===== src/rtl/regfile_pkg.sv =====
// regfile_pkg: shared widths, controller state and operand bundle type
package regfile_pkg;
    localparam int XLEN = 32;
    localparam int AW = 4;
    localparam int NREG = 16;
    typedef enum logic [0:0] {INIT = 1'b0, RUN = 1'b1} state_e;
    typedef struct packed {
        logic [XLEN-1:0] rs1_val;
        logic [XLEN-1:0] rs2_val;
        logic [AW-1:0]   rd;
        logic            rd_en;
    } op_bundle_t;
endpackage


===== src/rtl/regfile_access_ctrl_if.sv =====
// regfile_access_ctrl_if: decode, execute, writeback and regfile-port signals of the access controller
interface regfile_access_ctrl_if;
    import regfile_pkg::*;
    logic            init_done;
    logic            issue_valid;
    logic            issue_ready;
    logic [AW-1:0]   issue_rs1;
    logic [AW-1:0]   issue_rs2;
    logic [AW-1:0]   issue_rd;
    logic            issue_rd_en;
    logic            op_valid;
    logic            op_ready;
    logic [XLEN-1:0] op_rs1_val;
    logic [XLEN-1:0] op_rs2_val;
    logic [AW-1:0]   op_rd;
    logic            op_rd_en;
    logic            wb_valid;
    logic [AW-1:0]   wb_addr;
    logic [XLEN-1:0] wb_data;
    logic            rs1_read;
    logic [AW-1:0]   rs1_addr;
    logic [XLEN-1:0] rs1_rdata;
    logic            rs2_read;
    logic [AW-1:0]   rs2_addr;
    logic [XLEN-1:0] rs2_rdata;
    logic            rd_write;
    logic [AW-1:0]   rd_addr;
    logic [XLEN-1:0] rd_wdata;
    modport slave (
        output init_done, issue_ready, op_valid, op_rs1_val, op_rs2_val, op_rd, op_rd_en,
               rs1_read, rs1_addr, rs2_read, rs2_addr, rd_write, rd_addr, rd_wdata,
        input  issue_valid, issue_rs1, issue_rs2, issue_rd, issue_rd_en, op_ready,
               wb_valid, wb_addr, wb_data, rs1_rdata, rs2_rdata
    );
    modport master (
        input  init_done, issue_ready, op_valid, op_rs1_val, op_rs2_val, op_rd, op_rd_en,
               rs1_read, rs1_addr, rs2_read, rs2_addr, rd_write, rd_addr, rd_wdata,
        output issue_valid, issue_rs1, issue_rs2, issue_rd, issue_rd_en, op_ready,
               wb_valid, wb_addr, wb_data, rs1_rdata, rs2_rdata
    );
endinterface


===== src/rtl/regfile_scoreboard.sv =====
// regfile_scoreboard: busy bits for pending writebacks and the issue hazard lookup
module regfile_scoreboard
    import regfile_pkg::*;
(
    input  logic          clk,
    input  logic          rst_n,
    input  logic          i_set,
    input  logic [AW-1:0] i_set_addr,
    input  logic          i_clr,
    input  logic [AW-1:0] i_clr_addr,
    input  logic [AW-1:0] i_rs1,
    input  logic [AW-1:0] i_rs2,
    input  logic [AW-1:0] i_rd,
    input  logic          i_rd_en,
    output logic          o_hazard
);
    logic [NREG-1:0] r_busy;
    logic [NREG-1:0] w_clr_mask;
    logic [NREG-1:0] w_set_mask;
    logic [NREG-1:0] w_busy_eff;

    assign w_clr_mask = i_clr ? (NREG'(1) << i_clr_addr) : '0;
    assign w_set_mask = (i_set && i_set_addr != '0) ? (NREG'(1) << i_set_addr) : '0;
    // a writeback landing this cycle already resolves its dependency
    assign w_busy_eff = r_busy & ~w_clr_mask;
    assign o_hazard = w_busy_eff[i_rs1] | w_busy_eff[i_rs2] | (i_rd_en & w_busy_eff[i_rd]);

    always_ff @(posedge clk or negedge rst_n)
        if (!rst_n) r_busy <= '0;
        else r_busy <= w_busy_eff | w_set_mask;
endmodule


===== src/rtl/regfile_access_ctrl.sv =====
// regfile_access_ctrl: zero-fills the register file, then issues operand reads with
// busy-bit stalls and same-cycle writeback forwarding, and commits writebacks.
module regfile_access_ctrl
    import regfile_pkg::*;
(
    input logic clk,
    input logic rst_n,
    regfile_access_ctrl_if.slave bus
);
    state_e          r_state;
    logic [AW-1:0]   r_cnt;
    logic            r_valid;
    logic            r_fresh;
    logic            r_fwd1;
    logic            r_fwd2;
    logic [XLEN-1:0] r_fwd_val1;
    logic [XLEN-1:0] r_fwd_val2;
    op_bundle_t      r_op;
    op_bundle_t      w_op;
    logic            w_run;
    logic            w_wb;
    logic            w_hazard;
    logic            w_accept;

    assign w_run = r_state == RUN;
    assign w_wb = w_run & bus.wb_valid;
    assign w_accept = bus.issue_valid & bus.issue_ready;

    regfile_scoreboard u_sb (
        .clk       (clk),
        .rst_n     (rst_n),
        .i_set     (w_accept & bus.issue_rd_en),
        .i_set_addr(bus.issue_rd),
        .i_clr     (w_wb),
        .i_clr_addr(bus.wb_addr),
        .i_rs1     (bus.issue_rs1),
        .i_rs2     (bus.issue_rs2),
        .i_rd      (bus.issue_rd),
        .i_rd_en   (bus.issue_rd_en),
        .o_hazard  (w_hazard)
    );

    assign bus.init_done = w_run;
    assign bus.issue_ready = w_run & ~w_hazard & (~r_valid | bus.op_ready);
    assign bus.rs1_read = w_accept;
    assign bus.rs2_read = w_accept;
    assign bus.rs1_addr = bus.issue_rs1;
    assign bus.rs2_addr = bus.issue_rs2;
    // zero-fill owns the write port until RUN; reset gates it off at once
    assign bus.rd_write = w_run ? (w_wb && bus.wb_addr != '0) : rst_n;
    assign bus.rd_addr = w_run ? bus.wb_addr : r_cnt;
    assign bus.rd_wdata = w_run ? bus.wb_data : '0;

    // read data is only valid in the first bundle cycle; later cycles replay the held copy
    always_comb begin
        w_op = r_op;
        w_op.rs1_val = !r_fresh ? r_op.rs1_val : r_fwd1 ? r_fwd_val1 : bus.rs1_rdata;
        w_op.rs2_val = !r_fresh ? r_op.rs2_val : r_fwd2 ? r_fwd_val2 : bus.rs2_rdata;
    end

    assign bus.op_valid = r_valid;
    assign bus.op_rs1_val = w_op.rs1_val;
    assign bus.op_rs2_val = w_op.rs2_val;
    assign bus.op_rd = w_op.rd;
    assign bus.op_rd_en = w_op.rd_en;

    always_ff @(posedge clk or negedge rst_n)
        if (!rst_n) begin
            r_state <= INIT;
            r_cnt <= '0;
            r_valid <= 1'b0;
            r_fresh <= 1'b0;
            r_fwd1 <= 1'b0;
            r_fwd2 <= 1'b0;
            r_fwd_val1 <= '0;
            r_fwd_val2 <= '0;
            r_op <= '0;
        end else begin
            if (!w_run) begin
                r_cnt <= r_cnt + 1'b1;
                if (r_cnt == AW'(NREG - 1)) r_state <= RUN;
            end
            r_fresh <= w_accept;
            if (w_accept) begin
                r_valid <= 1'b1;
                r_fwd1 <= bus.issue_rs1 == '0 || (w_wb && bus.wb_addr == bus.issue_rs1);
                r_fwd2 <= bus.issue_rs2 == '0 || (w_wb && bus.wb_addr == bus.issue_rs2);
                r_fwd_val1 <= bus.issue_rs1 == '0 ? '0 : bus.wb_data;
                r_fwd_val2 <= bus.issue_rs2 == '0 ? '0 : bus.wb_data;
                r_op.rd <= bus.issue_rd;
                r_op.rd_en <= bus.issue_rd_en;
            end else begin
                if (bus.op_ready) r_valid <= 1'b0;
                r_op <= w_op;
            end
        end
endmodule


===== src/flat_wrapper.sv =====
// flat-port wrapper written by rule: the top's interface ports become plain ports
module regfile_access_ctrl_flat import regfile_pkg::*;
  (clk, rst_n, bus_init_done, bus_issue_ready, bus_op_valid, bus_op_rs1_val, bus_op_rs2_val, bus_op_rd, bus_op_rd_en, bus_rs1_read, bus_rs1_addr, bus_rs2_read, bus_rs2_addr, bus_rd_write, bus_rd_addr, bus_rd_wdata, bus_issue_valid, bus_issue_rs1, bus_issue_rs2, bus_issue_rd, bus_issue_rd_en, bus_op_ready, bus_wb_valid, bus_wb_addr, bus_wb_data, bus_rs1_rdata, bus_rs2_rdata);
  regfile_access_ctrl_if bus_i ();
  input logic clk;
  input logic rst_n;
  output wire logic [$bits(bus_i.init_done)-1:0] bus_init_done;
  output wire logic [$bits(bus_i.issue_ready)-1:0] bus_issue_ready;
  output wire logic [$bits(bus_i.op_valid)-1:0] bus_op_valid;
  output wire logic [$bits(bus_i.op_rs1_val)-1:0] bus_op_rs1_val;
  output wire logic [$bits(bus_i.op_rs2_val)-1:0] bus_op_rs2_val;
  output wire logic [$bits(bus_i.op_rd)-1:0] bus_op_rd;
  output wire logic [$bits(bus_i.op_rd_en)-1:0] bus_op_rd_en;
  output wire logic [$bits(bus_i.rs1_read)-1:0] bus_rs1_read;
  output wire logic [$bits(bus_i.rs1_addr)-1:0] bus_rs1_addr;
  output wire logic [$bits(bus_i.rs2_read)-1:0] bus_rs2_read;
  output wire logic [$bits(bus_i.rs2_addr)-1:0] bus_rs2_addr;
  output wire logic [$bits(bus_i.rd_write)-1:0] bus_rd_write;
  output wire logic [$bits(bus_i.rd_addr)-1:0] bus_rd_addr;
  output wire logic [$bits(bus_i.rd_wdata)-1:0] bus_rd_wdata;
  input wire logic [$bits(bus_i.issue_valid)-1:0] bus_issue_valid;
  input wire logic [$bits(bus_i.issue_rs1)-1:0] bus_issue_rs1;
  input wire logic [$bits(bus_i.issue_rs2)-1:0] bus_issue_rs2;
  input wire logic [$bits(bus_i.issue_rd)-1:0] bus_issue_rd;
  input wire logic [$bits(bus_i.issue_rd_en)-1:0] bus_issue_rd_en;
  input wire logic [$bits(bus_i.op_ready)-1:0] bus_op_ready;
  input wire logic [$bits(bus_i.wb_valid)-1:0] bus_wb_valid;
  input wire logic [$bits(bus_i.wb_addr)-1:0] bus_wb_addr;
  input wire logic [$bits(bus_i.wb_data)-1:0] bus_wb_data;
  input wire logic [$bits(bus_i.rs1_rdata)-1:0] bus_rs1_rdata;
  input wire logic [$bits(bus_i.rs2_rdata)-1:0] bus_rs2_rdata;
  assign bus_init_done = bus_i.init_done;
  assign bus_issue_ready = bus_i.issue_ready;
  assign bus_op_valid = bus_i.op_valid;
  assign bus_op_rs1_val = bus_i.op_rs1_val;
  assign bus_op_rs2_val = bus_i.op_rs2_val;
  assign bus_op_rd = bus_i.op_rd;
  assign bus_op_rd_en = bus_i.op_rd_en;
  assign bus_rs1_read = bus_i.rs1_read;
  assign bus_rs1_addr = bus_i.rs1_addr;
  assign bus_rs2_read = bus_i.rs2_read;
  assign bus_rs2_addr = bus_i.rs2_addr;
  assign bus_rd_write = bus_i.rd_write;
  assign bus_rd_addr = bus_i.rd_addr;
  assign bus_rd_wdata = bus_i.rd_wdata;
  assign bus_i.issue_valid = bus_issue_valid;
  assign bus_i.issue_rs1 = bus_issue_rs1;
  assign bus_i.issue_rs2 = bus_issue_rs2;
  assign bus_i.issue_rd = bus_issue_rd;
  assign bus_i.issue_rd_en = bus_issue_rd_en;
  assign bus_i.op_ready = bus_op_ready;
  assign bus_i.wb_valid = bus_wb_valid;
  assign bus_i.wb_addr = bus_wb_addr;
  assign bus_i.wb_data = bus_wb_data;
  assign bus_i.rs1_rdata = bus_rs1_rdata;
  assign bus_i.rs2_rdata = bus_rs2_rdata;
  regfile_access_ctrl u_core (.clk(clk), .rst_n(rst_n), .bus(bus_i));
endmodule

===== config.mk =====
export PLATFORM = sky130hd
export DESIGN_NAME = regfile_access_ctrl_flat
export DESIGN_NICKNAME = d
export VERILOG_FILES = /design/src/rtl/regfile_pkg.sv /design/src/rtl/regfile_access_ctrl_if.sv /design/src/rtl/regfile_scoreboard.sv /design/src/rtl/regfile_access_ctrl.sv /design/src/flat_wrapper.sv
export SDC_FILE = /design/constraint.sdc
export NUM_CORES = 1
export LEC_CHECK = 0
export ABC_AREA = 1
export CAP_MARGIN = 20
export CELL_PAD_IN_SITES_DETAIL_PLACEMENT = 1
export CELL_PAD_IN_SITES_GLOBAL_PLACEMENT = 2
export CORE_AREA = 2 2 181 183
export CTS_BUF_LIST = sky130_fd_sc_hd__clkbuf_2
export CTS_CLUSTER_SIZE = 28
export DETAILED_ROUTE_END_ITERATION = 7
export DIE_AREA = 0 0 183 185
export PLACE_DENSITY_LB_ADDON = 0.1
export SKIP_CTS_REPAIR_TIMING = 1
export SYNTH_ARGS = -nofsm -noshare
export SYNTH_HDL_FRONTEND = slang
export SYNTH_SLANG_ARGS = --single-unit

===== constraint.sdc =====
create_clock -name clk -period 3.7 [get_ports clk]
set_input_delay 0.74 -clock clk [delete_from_list [all_inputs] [get_ports clk]]
set_output_delay 0.74 -clock clk [all_outputs]
set_load 0.05 [all_outputs]

Figure 1. Gate families picked out.
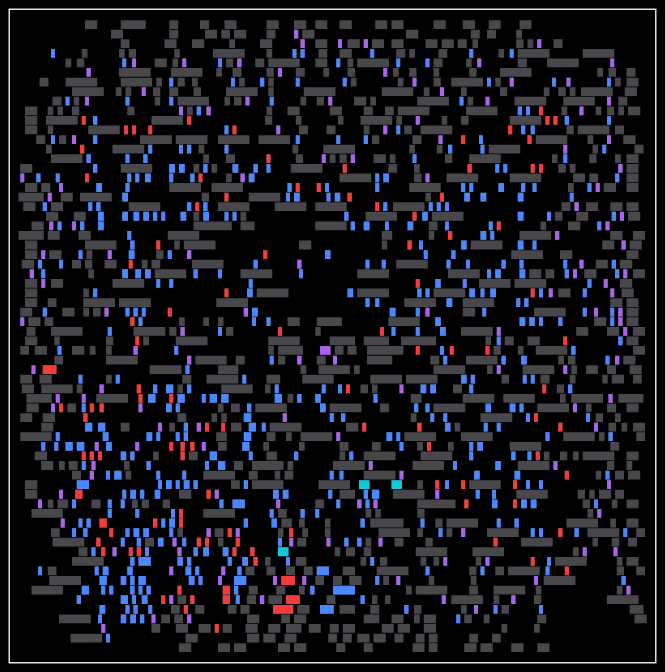
Key: cyan = xor and xnor cells [cells 3]; purple = inv cells [cells 140, where spread over the die]; red = nor cells [cells 110, where spread over the die]; blue = nand cells [cells 444, where spread over the die]

Figure 2. Sequential cells colored by netlist name.
The bar under the picture is 50 um long. Other sequential cells in the stronger gray, the rest of the logic in the fainter gray.
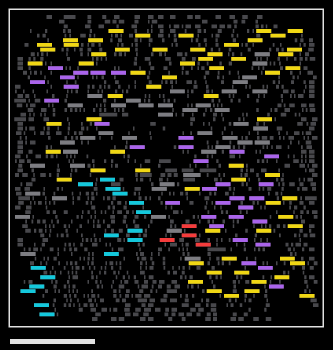
Key: cyan = u_core.u_sb.r_busy [flops 16]; red = u_core.r_cnt [flops 4, where bottom middle]; yellow = u_core.r_op [flops 64, where spread over the die]; purple = u_core.r_fwd_val2 [flops 32]

==> flow_summary.yaml <==
# implementation run metrics
final_timing:
  hold_viol: 0
  fin_ws_ps: 67.1
  worst_slew_pin_slew_ps: 879
  finalSetupViolations: 0
  slew_viol_final: 0
  min_period_ps: 3630
  fin_setup_tns_ps: 0
  max_slew_margin_pct: 41.4
  rsz0062_at_grt: "true"
  finalCritPeriodShare_pct: 98.2
global_routing:
  grt_antenna_before_repair: 2
  met2_usage_pct: 33.8
  grt_busiest_layer: "met2"
  grt_pass1_vias: 9052
  use_met1_pct: 26.2
  met3_usage_pct: 3.40
  grt_overflow: 0
drt:
  drc_errors: 0
  drtPass1Iterations: 4
  via_count: 8758
  wire_per_inst_um: 18.5
  drt_iter0_markers: 456
  ant_nets: 0
run_status:
  status: "finished, final reports clean"
worst_setup_path:
  rr_endpoint: "u_core.r_fwd_val1[22]"
  critical-path-slowest-cell: "clkdlybuf4s50_1"
  slowest_delay_ps: 440
  ff2ff_path_depth: 18
  crit_type: "input port to output port"
  r2r_slack_ps: 910
  cp-end-kind: "output port"
  path_cells: "clkdlybuf4s50_1 -> buf_4 -> inv_2 -> nand2_1 -> nor2_2 -> nand2_1 -> nand2_1 -> nor2_1 -> nor2_1 -> nand2_1 -> nand3_1 -> nand2_1 -> nor2_2 -> nand3_2 -> nor2_4 -> buf_12"
  crit_top_cell: "nand2_1"
cts:
  htreeDepth: 4
  root_buffer: "clkbuf_2"
  clockBufferDepth: 2
  cts.sinks: 158
finish:
  final_common_cell: "nand2_1"
  layout-drive-gt1-share_pct: 13.5
  final_cell_mix: "nand2_1 (322), clkdlybuf4s50_1 (161), dfrtp_1 (156)"
floorplan:
  die_y_um: 185
  ios: 237
  initCoreUtil_pct: 26.5
  fp.dieW_um: 183
  rows: 66
  core_region_area_um2: 32000
  die-area_um2: 33900
synthesis:
  top_area_share_pct: 46.6
  topCellsByArea: "dfrtp_1 (47%), nand2_1 (15%), inv_1 (6.1%)"
  syn_inst: 1177
  synth_cell_type_count: 30
  synth_area_um2: 8490
  synth_async_sr_flop_share_pct: 100
  flop_cell: "dfrtp_1"
  synth_warnings: 0
  edf_count: 0
pwr:
  ir_drop_v: 0.000258
  seqPwrFrac_pct: 34.2
  powerDensity_nw_per_um2: 634
  power_frac_comb_pct: 51.8
  clockPowerShare_pct: 14.0
  p_int_mw: 3.82
min_path:
  hold_class: "input port to async pin"
run:
  warning_count: 27
  cap_violations: 0
placed_design:
  gp_congestion: 0.814
  dp_hpwl_mm: 23.6
  io_buffers: 236
Figure 3. Clock wires, drivers and flops.
The bar under the picture is 50 um long.
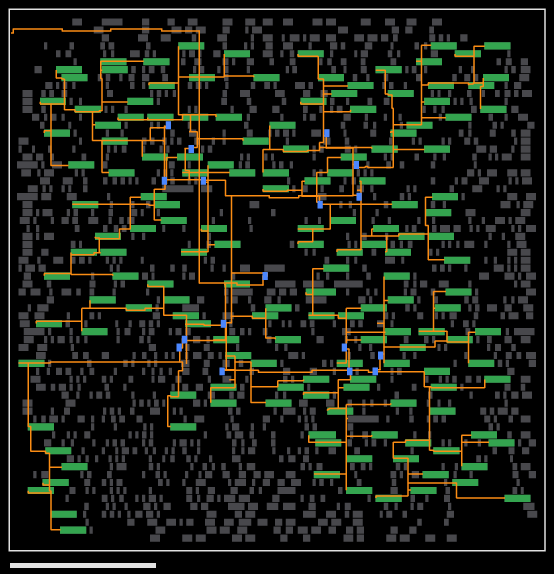
Key: blue = clock drivers [count 17]; green = flip-flops [count 158]; orange = clock wires [length 2420 um]
There are 18 routed clock nets. Position of the flops: spread over the die.

## sequential cells by signal (all words and copies together) (netlist names)
name,count
u_core.r_op,64
u_core.r_fwd2,1
u_core.bus.op_valid,1
u_core.r_cnt,4
u_core.r_fresh,1
u_core.u_sb.r_busy,16
u_core.r_fwd_val2,32
u_core.r_fwd1,1
u_core.bus.op_rd_en,1
u_core.bus.op_rd,4
u_core.bus.init_done,1
u_core.r_fwd_val1,32
## layout make-up
class	instances	area, um^2
antenna	1	2.50
clock buffer	18	90.1
clock inverter	13	155
fill	3946	20300
inverter	140	531
multi-input combinational	791	3670
sequential	158	3960
tap	408	510
timing repair buffer	297	2800
## stage by stage
stage                     instance area (um^2)  std cells  utilization (%)  total power, mW  hold slack, ps
after CTS                                11600       1822             36.1             7.51            -317
after detailed placement                 11300       1791             35.4             6.44             467
after floorplan                           8490       1177                -             5.10             444
final                                    11700       1826             36.6             7.43             347
after global routing                     11700       1826             36.6             7.95             223
after global placement                   11300       1791             35.4             6.37             464
## synthesized netlist by cell type, drive strengths merged, types with 7 or more instances
master / count
a21oi: 7
buf: 54
clkbuf: 34
nand4: 16
dfrtp: 158
nand3: 99
o22ai: 64
nor2: 109
nand2: 329
o21ai: 154
inv: 140
## worst min-delay path by stage
stage	start	to	slack, ps	cells past startpoint
after floorplan	rst_n	u_core.bus.init_done	440	0
after global placement	u_core.r_fwd_val1[24]	u_core.r_fwd_val1[24]	460	2
after detailed placement	u_core.bus.op_rd_en	u_core.bus.op_rd_en	470	2
after CTS	rst_n	u_core.r_op[15]	-320	1
after global routing	rst_n	u_core.r_op[15]	220	2
final	rst_n	u_core.r_op[15]	350	2
## per-layer routing
| metal | wire length (um) | part of all wire (%) |
|---|---|---|
| met2 | 16600 | 49 |
| met3 | 1220 | 3.6 |
| met4 | 346 | 1.0 |
| met5 | 13 | 0.039 |
| met1 | 15600 | 46 |
## logic make-up (layout without fill, tap and decap cells)
kind of cell,after synthesis,after routing,share of synthesized area (%)
AND/OR/NAND/NOR,556,556,26.8
AND-OR/OR-AND,230,230,14.7
buffers and inverters,228,468,11.3
flip-flops,158,158,46.6
XOR/XNOR,3,3,0.310
adder cells (fa/ha/maj),1,1,0.147
multiplexers,1,1,0.118
other,0,1,0
## power groups by stage
stage                     combinational (mW)  clock [mW]  sequential, mW
after floorplan                         2.58           0            2.51
after global placement                  3.79           0            2.58
after detailed placement                3.84           0            2.60
after CTS                               3.86        1.09            2.56
after global routing                    4.19        1.15            2.61
final                                   3.85        1.04            2.54
## critical path: cells and delay by family
family                 cells  cell delay, ps
buffers and inverters      4             880
AND/OR/NAND/NOR           12            1260
Power is estimated from default activity; no workload was simulated.
